--- src/rtl/if_fetch_stage_if.sv ---
// if_fetch_stage_if: instruction-memory request/response port.
// req/gnt issue handshake, in-order rvalid/rdata response.
interface if_fetch_stage_if;
  logic        imem_req;
  logic [31:0] imem_addr;
  logic        imem_gnt;
  logic        imem_rvalid;
  logic [31:0] imem_rdata;

  modport master (
    output imem_req,
    output imem_addr,
    input  imem_gnt,
    input  imem_rvalid,
    input  imem_rdata
  );

  modport slave (
    input  imem_req,
    input  imem_addr,
    output imem_gnt,
    output imem_rvalid,
    output imem_rdata
  );
endinterface

--- src/rtl/if_fetch_stage.sv ---
// if_fetch_stage: fetch PC owner, single-outstanding imem port,
// 1-entry holding buffer for IF/ID stall, redirect kill.
module if_fetch_stage #(
  parameter logic [31:0] RESET_PC = 32'h0000_0000,
  parameter logic [31:0] NOP      = 32'h0000_0013
) (
  input  logic                   i_clk,
  input  logic                   i_rst_n,
  input  logic                   i_stall,
  input  logic                   i_redirect,
  input  logic [31:0]            i_redirect_pc,
  if_fetch_stage_if.master       imem,
  output logic [31:0]            o_pc,
  output logic [31:0]            o_inst,
  output logic                   o_valid
);

  typedef enum logic [1:0] {
    S_IDLE = 2'd0,
    S_WAIT = 2'd1,
    S_DROP = 2'd2
  } state_t;

  typedef struct packed {
    logic [31:0] pc;
    logic [31:0] inst;
  } fetch_t;

  state_t      r_state;
  logic [31:0] r_pc;
  logic [31:0] r_req_pc;
  logic        r_run;
  logic        r_hb_vld;
  fetch_t      r_hb;

  logic        w_rsp;
  logic        w_to_hb;
  logic        w_req;
  logic        w_fire;
  logic [31:0] w_tgt;

  assign w_tgt = {i_redirect_pc[31:2], 2'b00};

  // a kept response arrives this cycle
  assign w_rsp = (r_state == S_WAIT) & imem.imem_rvalid;

  // the response lands in the holding buffer; no new issue then,
  // otherwise its reply could meet a full buffer under stall
  assign w_to_hb = w_rsp & o_valid & i_stall;

  assign w_req = r_run & ~i_redirect & ~r_hb_vld & ~w_to_hb &
                 ((r_state == S_IDLE) | w_rsp);

  assign w_fire = w_req & imem.imem_gnt;

  assign imem.imem_req  = w_req;
  assign imem.imem_addr = r_pc;

  // fetch PC, request PC and outstanding-request state
  always_ff @(posedge i_clk or negedge i_rst_n) begin
    if (!i_rst_n) begin
      r_state  <= S_IDLE;
      r_pc     <= RESET_PC;
      r_req_pc <= '0;
      r_run    <= 1'b0;
    end else begin
      r_run <= 1'b1;
      if (i_redirect) begin
        r_pc <= w_tgt;
      end else if (w_fire) begin
        r_pc <= r_pc + 32'd4;
      end
      if (w_fire) begin
        r_req_pc <= r_pc;
      end
      unique case (r_state)
        S_IDLE: begin
          if (w_fire) r_state <= S_WAIT;
        end
        S_WAIT: begin
          if (i_redirect) begin
            r_state <= imem.imem_rvalid ? S_IDLE : S_DROP;
          end else if (imem.imem_rvalid) begin
            r_state <= w_fire ? S_WAIT : S_IDLE;
          end
        end
        S_DROP: begin
          if (imem.imem_rvalid) r_state <= S_IDLE;
        end
        default: r_state <= S_IDLE;
      endcase
    end
  end

  // IF/ID outputs and holding buffer
  always_ff @(posedge i_clk or negedge i_rst_n) begin
    if (!i_rst_n) begin
      o_pc     <= '0;
      o_inst   <= NOP;
      o_valid  <= 1'b0;
      r_hb_vld <= 1'b0;
      r_hb     <= '0;
    end else if (i_redirect) begin
      o_valid  <= 1'b0;
      o_inst   <= NOP;
      r_hb_vld <= 1'b0;
    end else if (w_rsp) begin
      if (!o_valid || !i_stall) begin
        o_pc    <= r_req_pc;
        o_inst  <= imem.imem_rdata;
        o_valid <= 1'b1;
      end else begin
        r_hb_vld <= 1'b1;
        r_hb     <= '{pc: r_req_pc, inst: imem.imem_rdata};
      end
    end else if (!i_stall) begin
      if (r_hb_vld) begin
        o_pc     <= r_hb.pc;
        o_inst   <= r_hb.inst;
        o_valid  <= 1'b1;
        r_hb_vld <= 1'b0;
      end else begin
        o_valid <= 1'b0;
        o_inst  <= NOP;
      end
    end
  end

endmodule
--- src/flat_wrapper.sv ---
// flat-port wrapper written by rule: the top's interface ports become plain ports
module if_fetch_stage_flat 
#(
  parameter logic [31:0] RESET_PC = 32'h0000_0000,
  parameter logic [31:0] NOP      = 32'h0000_0013
)
  (i_clk, i_rst_n, i_stall, i_redirect, i_redirect_pc, o_pc, o_inst, o_valid, imem_imem_req, imem_imem_addr, imem_imem_gnt, imem_imem_rvalid, imem_imem_rdata);
  if_fetch_stage_if imem_i ();
  input  logic i_clk;
  input  logic i_rst_n;
  input  logic i_stall;
  input  logic i_redirect;
  input  logic [31:0] i_redirect_pc;
  output logic [31:0] o_pc;
  output logic [31:0] o_inst;
  output logic o_valid;
  output wire logic [$bits(imem_i.imem_req)-1:0] imem_imem_req;
  output wire logic [$bits(imem_i.imem_addr)-1:0] imem_imem_addr;
  input wire logic [$bits(imem_i.imem_gnt)-1:0] imem_imem_gnt;
  input wire logic [$bits(imem_i.imem_rvalid)-1:0] imem_imem_rvalid;
  input wire logic [$bits(imem_i.imem_rdata)-1:0] imem_imem_rdata;
  assign imem_imem_req = imem_i.imem_req;
  assign imem_imem_addr = imem_i.imem_addr;
  assign imem_i.imem_gnt = imem_imem_gnt;
  assign imem_i.imem_rvalid = imem_imem_rvalid;
  assign imem_i.imem_rdata = imem_imem_rdata;
  if_fetch_stage #(.RESET_PC(RESET_PC), .NOP(NOP)) u_core (.i_clk(i_clk), .i_rst_n(i_rst_n), .i_stall(i_stall), .i_redirect(i_redirect), .i_redirect_pc(i_redirect_pc), .imem(imem_i), .o_pc(o_pc), .o_inst(o_inst), .o_valid(o_valid));
endmodule
--- config.mk ---
export PLATFORM = sky130hd
export DESIGN_NAME = if_fetch_stage_flat
export DESIGN_NICKNAME = d
export VERILOG_FILES = /design/src/rtl/if_fetch_stage_if.sv /design/src/rtl/if_fetch_stage.sv /design/src/flat_wrapper.sv
export SDC_FILE = /design/constraint.sdc
export NUM_CORES = 1
export LEC_CHECK = 0
export CORE_MARGIN = 3
export CORE_UTILIZATION = 45
export DETAILED_ROUTE_END_ITERATION = 16
export PLACE_DENSITY = 0.76
export SLEW_MARGIN = 40
export SYNTH_ARGS = -nofsm -noshare
export SYNTH_HDL_FRONTEND = slang
export SYNTH_SLANG_ARGS = --single-unit
--- constraint.sdc ---
create_clock -name i_clk -period 3 [get_ports i_clk]
set_input_delay 0.3 -clock i_clk [delete_from_list [all_inputs] [get_ports i_clk]]
set_output_delay 0.3 -clock i_clk [all_outputs]
set_load 0.02 [all_outputs]
Metal layers overlaid:
Drawn at 3 px/um.
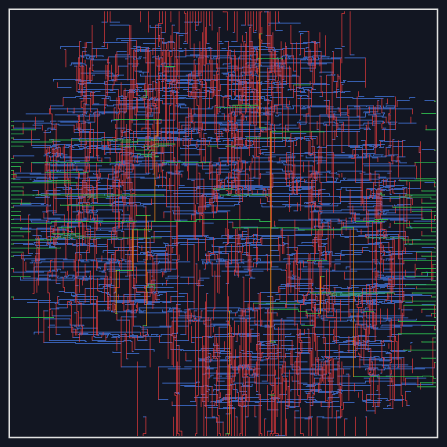
met2 -> red  # wire length 10,100 um
met3 -> green  # wire length 1,160 um
met4 -> orange  # wire length 304 um
met1 -> blue  # wire length 9,390 um

Clock wiring as the flow saved it:
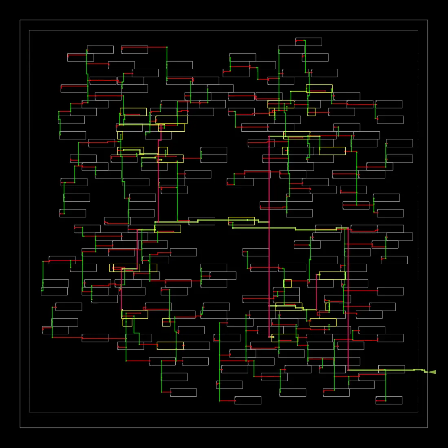
worst clock skew: 0.00939 ns
# clk buffers: 19
P_clk: 2.07 mW
CTS buffer count: 17
number of sequential cells: 189

==> flow_metrics.py <==
# Synthesis and PnR figures
metrics = {
    "status": {
        "status": "finished clean",
    },
    "synth": {
        "synth-edff-count": 0,
        "ys_cells": 853,
        "yosys.cell_count.top_type": "nand2_1",
        "syn-cell-area_mm2": 0.00836,
        "common_cells": "216 x nand2_1, 186 x dfrtp_1, 59 x mux2_2, 57 x o21ai_0, 49 x clkbuf_1",
        "ys_seq_share_pct": 56.6,
        "syn_inst": 853,
        "yosysTopAreaCellShare_pct": 55.7,
        "ys.flops": 189,
        "synth.distinct_cells": 50,
        "ff_type": "dfrtp_1",
        "avgSynthCellArea_um2": 9.80,
        "top_area_cell": "dfrtp_1",
        "synthesis.yosys.warnings": 0,
        "synthTopCellsByArea": "dfrtp_1 56%, nand2_1 9.7%, mux2_2 8.0%",
        "ys_async_sr_fraction_pct": 100,
        "yosysChipArea_mm2": 0.00836,
    },
    "finish": {
        "syn2layout_area_growth_pct": 28.6,
        "finish.cell_count_without_fillers": 1232,
        "fin_area_mm2": 0.0107,
        "n_antenna_cell": 0,
        "drive_above_1_share_pct": 12.2,
        "lay_top_cells": "215 x nand2_1, 186 x dfrtp_1, 159 x clkdlybuf4s50_1, 59 x mux2_2, 57 x o21ai_0",
        "final_core_util_pct": 59.4,
        "layout.nets": 1064,
        "layout_top_cell": "nand2_1",
    },
    "global_routing": {
        "grt_usage_pct": 20.9,
        "antenna_found_initial": 0,
        "grt_pass1_wl_mm": 34.0,
        "grt_pass1_vias": 6566,
        "grt_max_degree": 67,
        "grt-ovfl-total": 0,
    },
    "route": {
        "drcViolationCount": 0,
        "drtIter0Drc": 410,
        "drt_first_pass_iters": 6,
        "vias": 6741,
        "ant_nets": 0,
        "routed_wl_mm": 20.9,
        "post_drt_wl_per_cell_um": 17.0,
        "avgViaCountPerCell": 5.47,
    },
    "timing": {
        "finalCritPeriodShare_pct": 83.1,
        "max-slew-margin-rel_pct": 52.4,
        "worst_pin_slew_ns": 0.714,
        "hold_violations": 0,
        "setup_viol": 0,
        "layout_setup_ws_ns": 0.506,
        "fin_setup_tns_ns": 0,
        "rsz0062_at_grt": "no",
        "fin_crit_ns": 2.49,
        "whs_ns": 0.308,
        "drv_slew": 0,
        "max_clock_freq_ghz": 0.401,
    },
    "placed_design": {
        "place_hpwl_mm": 13.9,
        "place.port_buffers": 161,
        "gp_congestion": 0.798,
        "post-place-ws_ns": 0.510,
        "place_area_mm2": 0.0102,
        "place_inst": 1202,
    },
    "clock_network": {
        "insertion_delay_ns": 0.43,
        "post-cts-setup-buffer-count": 0,
        "clkTransAtPathRegs_ns": 0.06,
        "h-tree-depth": 4,
        "clockRootBuffer": "clkbuf_16",
        "cts_tree": "built",
        "cts_sinks": 189,
        "cts.path.max_buffers": 2,
    },
    "floorplanning": {
        "ios": 168,
        "row_count": 49,
        "die-width_um": 142,
        "fp_util_pct": 46.2,
        "die_area_mm2": 0.0202,
        "core_area_mm2": 0.0181,
        "fp.dieH_um": 142,
    },
    "pwr": {
        "peakVddDrop_mv": 0.379,
        "power_leakage_nw": 4.78,
        "power_mw": 6.33,
        "p_per_area_mw_per_mm2": 590,
    },
    "worst_setup_path": {
        "rr_endpoint": "u_core.imem.imem_addr[22]$_DFFE_PN0P_",
        "cpMaxStageDelayCell": "clkdlybuf4s50_1",
        "r2r_start": "u_core.imem.imem_addr[2]$_DFFE_PN0P_",
        "critPathCaptureType": "primary output",
        "critical_path.startpoint": "u_core.r_hb_vld$_DFFE_PN0P_",
        "critPathBufInv": 1,
        "cp_top_family": "buffers and inverters",
        "crit_path_max_incr_delay_ns": 0.67,
        "worstPathMaxFanout": 3,
        "cp_cell_sequence": "or4b_4, a21oi_1, clkdlybuf4s50_1",
        "cp.required_ns": 2.70,
        "crit_path_end": "imem_imem_req",
        "crit_path_start_kind": "register",
        "reg2reg_slack_ns": 0.54,
        "cp_num_cells": 3,
        "crit_type": "register to primary output",
        "cp.arrival_ns": 2.19,
        "rr_worst_depth": 6,
    },
    "flow_run": {
        "log.warning_count": 28,
        "maxCapViolations": 0,
    },
    "min_path": {
        "min_path_type": "input port to register",
        "holdPathStages": 4,
        "hold_path_startpoint": "i_redirect",
        "hold_path_end": "u_core.o_valid$_DFFE_PN0P_",
    },
}
Nets reached from selected ports:
Drawn at 3 px/um.
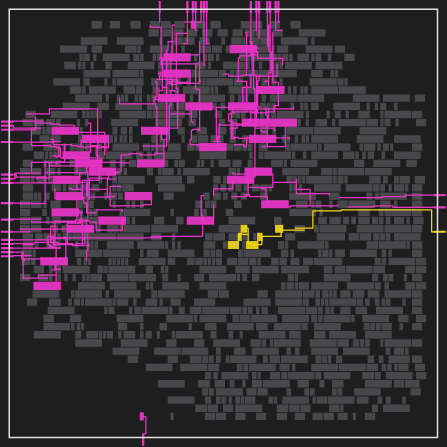
i_stall -> yellow  # bits 1, direction input, edge right, end cells 7, buffers 1, wire 98.5 um
imem_imem_addr -> magenta  # bits 32, direction output, edge 15 left, 14 top, 2 right, 1 bottom, end cells 32, buffers 30, wire 2,120 um

Logic cells by family:
Drawn at 3 px/um.
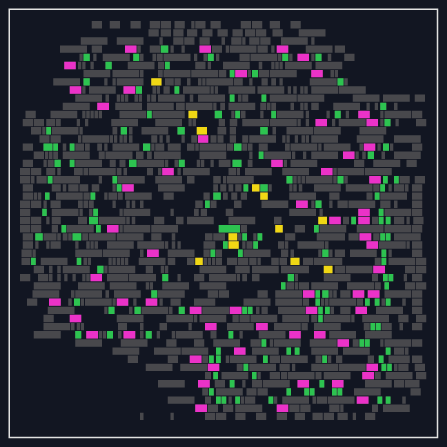
inverting AOI/OAI gates -> green  # cells 142, most used o21ai_0, where widely spread
AND-OR and OR-AND gates -> yellow  # cells 12, most used a21o_1, where middle
multiplexers -> magenta  # cells 60, most used mux2_2, where widely spread

[state kept, by name, indices dropped and copies added (netlist names)]
| register | flops |
|---|---|
| u_core.r_hb | 62 |
| u_core.o_inst | 32 |
| u_core.imem.imem_addr | 30 |
| u_core.o_pc | 30 |
| u_core.r_req_pc | 30 |
| u_core.r_state | 2 |
| u_core.o_valid | 1 |
| u_core.r_hb_vld | 1 |
| u_core.r_run | 1 |
[cell families (layout without fill, tap and decap cells)]
| kind of cell | after synthesis | count (layout) | synth area share, % |
|---|---|---|---|
| and+or+nand+nor | 364 | 364 | 19.4 |
| DFF | 189 | 189 | 56.6 |
| AOI/OAI and AO/OA | 154 | 154 | 10.9 |
| buffers and inverters | 71 | 218 | 3.47 |
| muxes | 60 | 60 | 8.07 |
| xor gates and xnor gates | 12 | 12 | 1.26 |
| other | 2 | 5 | 0.0899 |
| adders and majority gates | 1 | 1 | 0.150 |
[routing by layer]
metal	share of wire [%]	up-vias	wire, um	global-route usage [%]
met5	0	-	0	0
met4	1.4	0	303	6.21
met3	5.6	22	1160	4.30
met2	48	190	10100	34.0
met1	45	3332	9390	28.7
li1	-	3197	-	-
[what timing repair did]
| action | 4_1_cts | 5_1_grt |
|---|---|---|
| hold buffers | 1 | 0 |
| resized | 0 | 0 |
| endpoints found under the hold margin | 61 | 0 |
[worst reg2reg max path, delay by kind of cell (launching register included)]
kind                       cells  cell delay, ns
and+or+nand+nor                5            1.69
DFF                            1            0.44
adders and majority gates      1            0.27
[power breakdown]
group	switching (mW)	total, mW	internal, mW
clock	0.944	2.07	1.13
sequential	0.241	3.07	2.83
combinational	0.623	1.19	0.564
[cell type report]
type,instances,area (um2)
clock buffers,19,433
inverters,8,30.0
multi-input cells,596,3370
clock inverters,10,92.6
flip-flops and latches,189,4730
fillers,1576,7340
repair buffers,181,1800
well taps,229,287
Power and IR drop assume default switching activity.
